## src/rtl/de10lite_gsensor_spi_responder.sv

```systemverilog
// ADXL345-style SPI mode-3 responder for the DE10-Lite G-sensor port, oversampled on clk_i.
// Define GSENSOR_OFFSET_EN to add the OFSX/Y/Z offset registers at 0x1E-0x20.
module de10lite_gsensor_spi_responder #(
    parameter logic [7:0] DEVID       = 8'hE5,
    parameter int         SYNC_STAGES = 2
) (
    input  logic               clk_i,
    input  logic               rst_ni,
    input  logic               sclk_i,
    input  logic               cs_ni,
    input  logic               sdi_i,
    output logic               sdo_o,
    output logic               sdo_oe_o,
    output logic [1:0]         int_o,
    input  logic signed [15:0] axis_x_i,
    input  logic signed [15:0] axis_y_i,
    input  logic signed [15:0] axis_z_i,
    input  logic               axis_valid_i
);

    typedef enum logic [1:0] {S_IDLE, S_CMD, S_WDATA, S_RDATA} state_t;

    logic [SYNC_STAGES-1:0] r_sclk_sync, r_cs_sync, r_sdi_sync;
    logic                   r_sclk_d, r_cs_d;
    logic                   w_sclk, w_cs, w_sdi;
    logic                   w_sclk_rise, w_sclk_fall, w_cs_fall, w_cs_rise;

    state_t      r_state;
    logic [2:0]  r_bitcnt;
    logic [6:0]  r_shift;
    logic [7:0]  r_tx;
    logic [5:0]  r_addr;
    logic        r_mb;
    logic        r_sdo, r_oe;
    logic [7:0]  w_cmd;
    logic [5:0]  w_addr_next, w_rd_addr;
    logic [7:0]  w_rd_data;
    logic        w_wr, w_rd37_done;

    logic [7:0]  r_bw_rate, r_power_ctl, r_int_en, r_int_map, r_data_format;
    logic [15:0] r_data_x, r_data_y, r_data_z;
    logic [15:0] r_pend_x, r_pend_y, r_pend_z;
    logic        r_pend_v, r_dr;
    logic [1:0]  r_int;
    logic        w_strobe, w_direct, w_lat;
    logic [15:0] w_src_x, w_src_y, w_src_z, w_lat_x, w_lat_y, w_lat_z;

    always_ff @(posedge clk_i or negedge rst_ni) begin
        if (!rst_ni) begin
            r_sclk_sync <= '1;
            r_cs_sync   <= '1;
            r_sdi_sync  <= '0;
            r_sclk_d    <= 1'b1;
            r_cs_d      <= 1'b1;
        end else begin
            r_sclk_sync <= {r_sclk_sync[SYNC_STAGES-2:0], sclk_i};
            r_cs_sync   <= {r_cs_sync[SYNC_STAGES-2:0], cs_ni};
            r_sdi_sync  <= {r_sdi_sync[SYNC_STAGES-2:0], sdi_i};
            r_sclk_d    <= w_sclk;
            r_cs_d      <= w_cs;
        end
    end

    assign w_sclk      = r_sclk_sync[SYNC_STAGES-1];
    assign w_cs        = r_cs_sync[SYNC_STAGES-1];
    assign w_sdi       = r_sdi_sync[SYNC_STAGES-1];
    assign w_sclk_rise = w_sclk & ~r_sclk_d;
    assign w_sclk_fall = ~w_sclk & r_sclk_d;
    assign w_cs_fall   = ~w_cs & r_cs_d;
    assign w_cs_rise   = w_cs & ~r_cs_d;

    assign w_cmd       = {r_shift, w_sdi};
    assign w_addr_next = r_mb ? r_addr + 6'd1 : r_addr;
    // In CMD the byte being decoded is the address; afterwards it is the next byte's address
    assign w_rd_addr   = (r_state == S_CMD) ? w_cmd[5:0] : w_addr_next;
    assign w_wr        = (r_state == S_WDATA) & ~w_cs & w_sclk_rise & (r_bitcnt == 3'd7);
    assign w_rd37_done = (r_state == S_RDATA) & ~w_cs & w_sclk_rise & (r_bitcnt == 3'd7)
                         & (r_addr == 6'h37);

    always_ff @(posedge clk_i or negedge rst_ni) begin
        if (!rst_ni) begin
            r_state  <= S_IDLE;
            r_bitcnt <= '0;
            r_shift  <= '0;
            r_tx     <= '0;
            r_addr   <= '0;
            r_mb     <= 1'b0;
            r_sdo    <= 1'b0;
            r_oe     <= 1'b0;
        end else if (w_cs) begin
            r_state  <= S_IDLE;
            r_bitcnt <= '0;
            r_sdo    <= 1'b0;
            r_oe     <= 1'b0;
        end else begin
            case (r_state)
                S_IDLE: begin
                    if (w_cs_fall) begin
                        r_state  <= S_CMD;
                        r_bitcnt <= '0;
                    end
                end
                S_CMD: begin
                    if (w_sclk_rise) begin
                        r_shift  <= w_cmd[6:0];
                        r_bitcnt <= r_bitcnt + 3'd1;
                        if (r_bitcnt == 3'd7) begin
                            r_mb   <= w_cmd[6];
                            r_addr <= w_cmd[5:0];
                            if (w_cmd[7]) begin
                                r_state <= S_RDATA;
                                r_oe    <= 1'b1;
                                r_tx    <= w_rd_data;
                            end else begin
                                r_state <= S_WDATA;
                            end
                        end
                    end
                end
                S_WDATA: begin
                    if (w_sclk_rise) begin
                        r_shift  <= w_cmd[6:0];
                        r_bitcnt <= r_bitcnt + 3'd1;
                        if (r_bitcnt == 3'd7) r_addr <= w_addr_next;
                    end
                end
                S_RDATA: begin
                    if (w_sclk_fall) begin
                        r_sdo <= r_tx[7];
                        r_tx  <= {r_tx[6:0], 1'b0};
                    end else if (w_sclk_rise) begin
                        r_bitcnt <= r_bitcnt + 3'd1;
                        if (r_bitcnt == 3'd7) begin
                            r_addr <= w_addr_next;
                            r_tx   <= w_rd_data;
                        end
                    end
                end
                default: r_state <= S_IDLE;
            endcase
        end
    end

`ifdef GSENSOR_OFFSET_EN
    logic [7:0] r_ofs_x, r_ofs_y, r_ofs_z;

    always_ff @(posedge clk_i or negedge rst_ni) begin
        if (!rst_ni) begin
            r_ofs_x <= '0;
            r_ofs_y <= '0;
            r_ofs_z <= '0;
        end else if (w_wr) begin
            if (r_addr == 6'h1E) r_ofs_x <= w_cmd;
            if (r_addr == 6'h1F) r_ofs_y <= w_cmd;
            if (r_addr == 6'h20) r_ofs_z <= w_cmd;
        end
    end

    // Offset LSB is 4 data LSBs; sum wraps modulo 2^16
    assign w_lat_x = w_src_x + {{6{r_ofs_x[7]}}, r_ofs_x, 2'b00};
    assign w_lat_y = w_src_y + {{6{r_ofs_y[7]}}, r_ofs_y, 2'b00};
    assign w_lat_z = w_src_z + {{6{r_ofs_z[7]}}, r_ofs_z, 2'b00};
`else
    assign w_lat_x = w_src_x;
    assign w_lat_y = w_src_y;
    assign w_lat_z = w_src_z;
`endif

    always_comb begin
        w_rd_data = 8'h00;
        case (w_rd_addr)
            6'h00: w_rd_data = DEVID;
`ifdef GSENSOR_OFFSET_EN
            6'h1E: w_rd_data = r_ofs_x;
            6'h1F: w_rd_data = r_ofs_y;
            6'h20: w_rd_data = r_ofs_z;
`endif
            6'h2C: w_rd_data = r_bw_rate;
            6'h2D: w_rd_data = r_power_ctl;
            6'h2E: w_rd_data = r_int_en;
            6'h2F: w_rd_data = r_int_map;
            6'h30: w_rd_data = {r_dr, 7'b0};
            6'h31: w_rd_data = r_data_format;
            6'h32: w_rd_data = r_data_x[7:0];
            6'h33: w_rd_data = r_data_x[15:8];
            6'h34: w_rd_data = r_data_y[7:0];
            6'h35: w_rd_data = r_data_y[15:8];
            6'h36: w_rd_data = r_data_z[7:0];
            6'h37: w_rd_data = r_data_z[15:8];
            default: w_rd_data = 8'h00;
        endcase
    end

    // Samples arriving during a transfer wait in the pending buffer until cs releases
    assign w_strobe = axis_valid_i & r_power_ctl[3];
    assign w_direct = w_strobe & w_cs;
    assign w_lat    = w_direct | (w_cs_rise & r_pend_v);
    assign w_src_x  = w_direct ? axis_x_i : r_pend_x;
    assign w_src_y  = w_direct ? axis_y_i : r_pend_y;
    assign w_src_z  = w_direct ? axis_z_i : r_pend_z;

    always_ff @(posedge clk_i or negedge rst_ni) begin
        if (!rst_ni) begin
            r_bw_rate     <= 8'h0A;
            r_power_ctl   <= '0;
            r_int_en      <= '0;
            r_int_map     <= '0;
            r_data_format <= '0;
            r_data_x      <= '0;
            r_data_y      <= '0;
            r_data_z      <= '0;
            r_pend_x      <= '0;
            r_pend_y      <= '0;
            r_pend_z      <= '0;
            r_pend_v      <= 1'b0;
            r_dr          <= 1'b0;
            r_int         <= 2'b00;
        end else begin
            if (w_wr) begin
                case (r_addr)
                    6'h2C: r_bw_rate     <= w_cmd;
                    6'h2D: r_power_ctl   <= w_cmd;
                    6'h2E: r_int_en      <= w_cmd;
                    6'h2F: r_int_map     <= w_cmd;
                    6'h31: r_data_format <= w_cmd;
                    default: ;
                endcase
            end
            if (w_strobe & ~w_cs) begin
                r_pend_x <= axis_x_i;
                r_pend_y <= axis_y_i;
                r_pend_z <= axis_z_i;
                r_pend_v <= 1'b1;
            end else if (w_lat) begin
                r_pend_v <= 1'b0;
            end
            if (w_lat) begin
                r_data_x <= w_lat_x;
                r_data_y <= w_lat_y;
                r_data_z <= w_lat_z;
            end
            if (w_lat)            r_dr <= 1'b1;
            else if (w_rd37_done) r_dr <= 1'b0;
            r_int <= {r_dr & r_int_en[7] & r_int_map[7], r_dr & r_int_en[7] & ~r_int_map[7]};
        end
    end

    assign sdo_o    = r_sdo;
    assign sdo_oe_o = r_oe;
    assign int_o    = r_int;

endmodule

```

## config.mk

```make
export PLATFORM = sky130hd
export DESIGN_NAME = de10lite_gsensor_spi_responder
export DESIGN_NICKNAME = d
export VERILOG_FILES = /design/src/rtl/de10lite_gsensor_spi_responder.sv
export SDC_FILE = /design/constraint.sdc
export NUM_CORES = 1
export LEC_CHECK = 0
export CORE_UTILIZATION = 50
export DETAILED_ROUTE_END_ITERATION = 12
export PLACE_DENSITY = 0.69
export SYNTH_ARGS = -nofsm -noshare
export SYNTH_HDL_FRONTEND = slang
export SYNTH_SLANG_ARGS = --single-unit
```

## constraint.sdc

```tcl
create_clock -name clk_i -period 2.6 [get_ports clk_i]
set_input_delay 0.39 -clock clk_i [delete_from_list [all_inputs] [get_ports clk_i]]
set_output_delay 0.39 -clock clk_i [all_outputs]
set_load 0.02 [all_outputs]
```

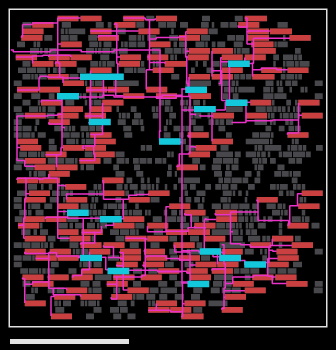
**Above:** clock network drawn from the DEF.
Bar = 50 um.
[cells driving clock nets] cyan | count: 17
[flip-flops] red | count: 177
[clock wires] magenta | length: 2,010 um
flops lie: spread over the die

==> reports/qor.yml <==
synth:
  synthMostInstantiatedCell: "dfrtp_1"
  synth.net_count: 828
  yosys_warnings: 0
  synth-cells-yosys: 762
  postSynthRegisterBits: 177
  syn-instance-count: 762
  synthTopCellsByCount: "dfrtp_1 (169), nand2_1 (107), mux2_2 (96), o21ai_0 (74), mux2i_1 (66)"
  yosys.area_share.aoi_pct: 12.0
placement:
  place.port_buffers: 57
  post-dp-hpwl_um: 15000
  post-place-ws_ns: -0.143
cells_and_area:
  regArea_sq_um: 4440
  logic_gates: 524
  bufAreaShareNonClock_pct: 10.1
  comb_area_share_pct: 37.8
  total_number_of_nets_in_the_final_design: 899
  area_dominant_class: "sequential cells"
final_timing:
  timing.final.hold_violations: 0
  relSlewSlack_pct: 44.6
  setup_violations: 0
  slew_violations: 0
pwr:
  pg_clk_mw: 2.67
  total_power_mw: 7.82
  group_drawing_the_most_power: "sequential cells"
  p_seq_mw: 3.13
  power_density_relative_to_cell_area_nw_per_um2: 758
outcome:
  status: "completed"
floorplanning:
  coreArea_sq_um: 16600
global_route:
  grt_first_pass_wirelength_um: 34300
  gr-total-overflow: 0
drt:
  route.vias.total: 6103
setup_path:
  timing.reg2reg.worst_path_depth: 12
  end_of_the_worst_register_to_register_path: "r_tx[2]"
  critical_path_cell_count: 12
  critical_path.startpoint: "r_state[1]"
  largest_fanout_on_the_critical_path: 22
clocking:
  cts-resized-gates: 1
  cts-buffers-inserted: 17
  numClockSinks: 177
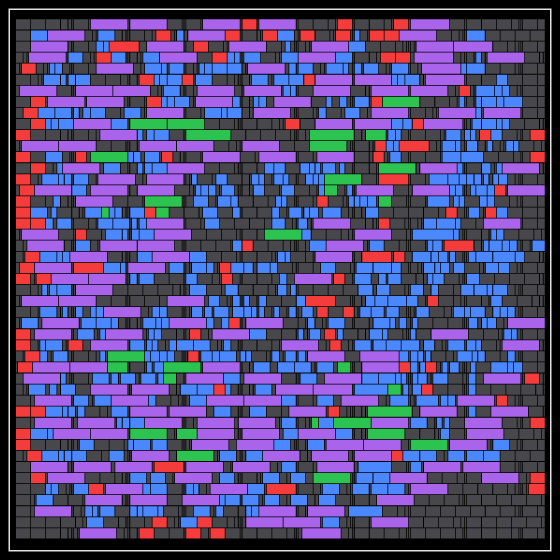
**Above:** cells colored by class.
Fill, decap, tap and diode cells in gray.
[flip-flops] purple | cells: 177 | share of their area: 44%
[clock drivers and dummy loads] green | cells: 31 | share of their area: 6.2%
[other buffers and delay cells] red | cells: 104 | share of their area: 10%
[all other logic] blue | cells: 533 | share of their area: 39%

[through the flow]
stage / setup TNS [ns] / area (sq um) / std cells
3_5_place_dp: -0.329 / 9580 / 1028
5_1_grt: -0.00399 / 10300 / 1065
3_3_place_gp: -0.0266 / 9580 / 1028
4_1_cts: -0.0275 / 10200 / 1062
6_report: 0 / 10300 / 1065
2_1_floorplan: 0 / 8550 / 762
[registers in the layout, indices dropped and copies added, names as in the netlist, 16 cells and up, named ones only]
register / cells
r_data_y: 16
r_data_z: 16
r_pend_x: 16
r_data_x: 16
r_pend_z: 16
r_pend_y: 16
[cells in the final DEF (no fill, tap or decap), drive strengths merged, types with 5 or more instances in the layout]
cell,n
mux2i,66
and3,9
inv,11
clkbuf,20
dfrtp,169
a21oi,23
o21ai,75
nand3b,6
dfstp,8
a211oi,5
clkinv,6
nor2,19
o21a,5
clkdlybuf4s50,56
a22oi,8
nand2,107
mux2,96
nand3,16
o22ai,7
buf,47
ha,12
[worst min-delay path by stage]
stage / start / to / slack [ns] / depth (start not counted)
3_3_place_gp: r_sdi_sync[0] / r_sdi_sync[1] / 0.34 / 0
5_1_grt: cs_ni / r_cs_sync[0] / 0.35 / 1
2_1_floorplan: rst_ni / async pin / 0.09 / 0
6_report: r_sdi_sync[0] / r_sdi_sync[1] / 0.35 / 0
3_5_place_dp: r_sdi_sync[0] / r_sdi_sync[1] / 0.34 / 0
4_1_cts: sclk_i / r_sclk_sync[0] / 0.35 / 1
[per-layer routing]
metal / up-vias / GRT usage (%) / wire (um)
li1: 2887 / - / -
met2: 162 / 41.8 / 10400
met3: 40 / 5.10 / 823
met1: 3014 / 33.3 / 9170
met4: 0 / 10.7 / 720
met5: - / 0 / 0
Power is estimated from default activity; no workload was simulated.
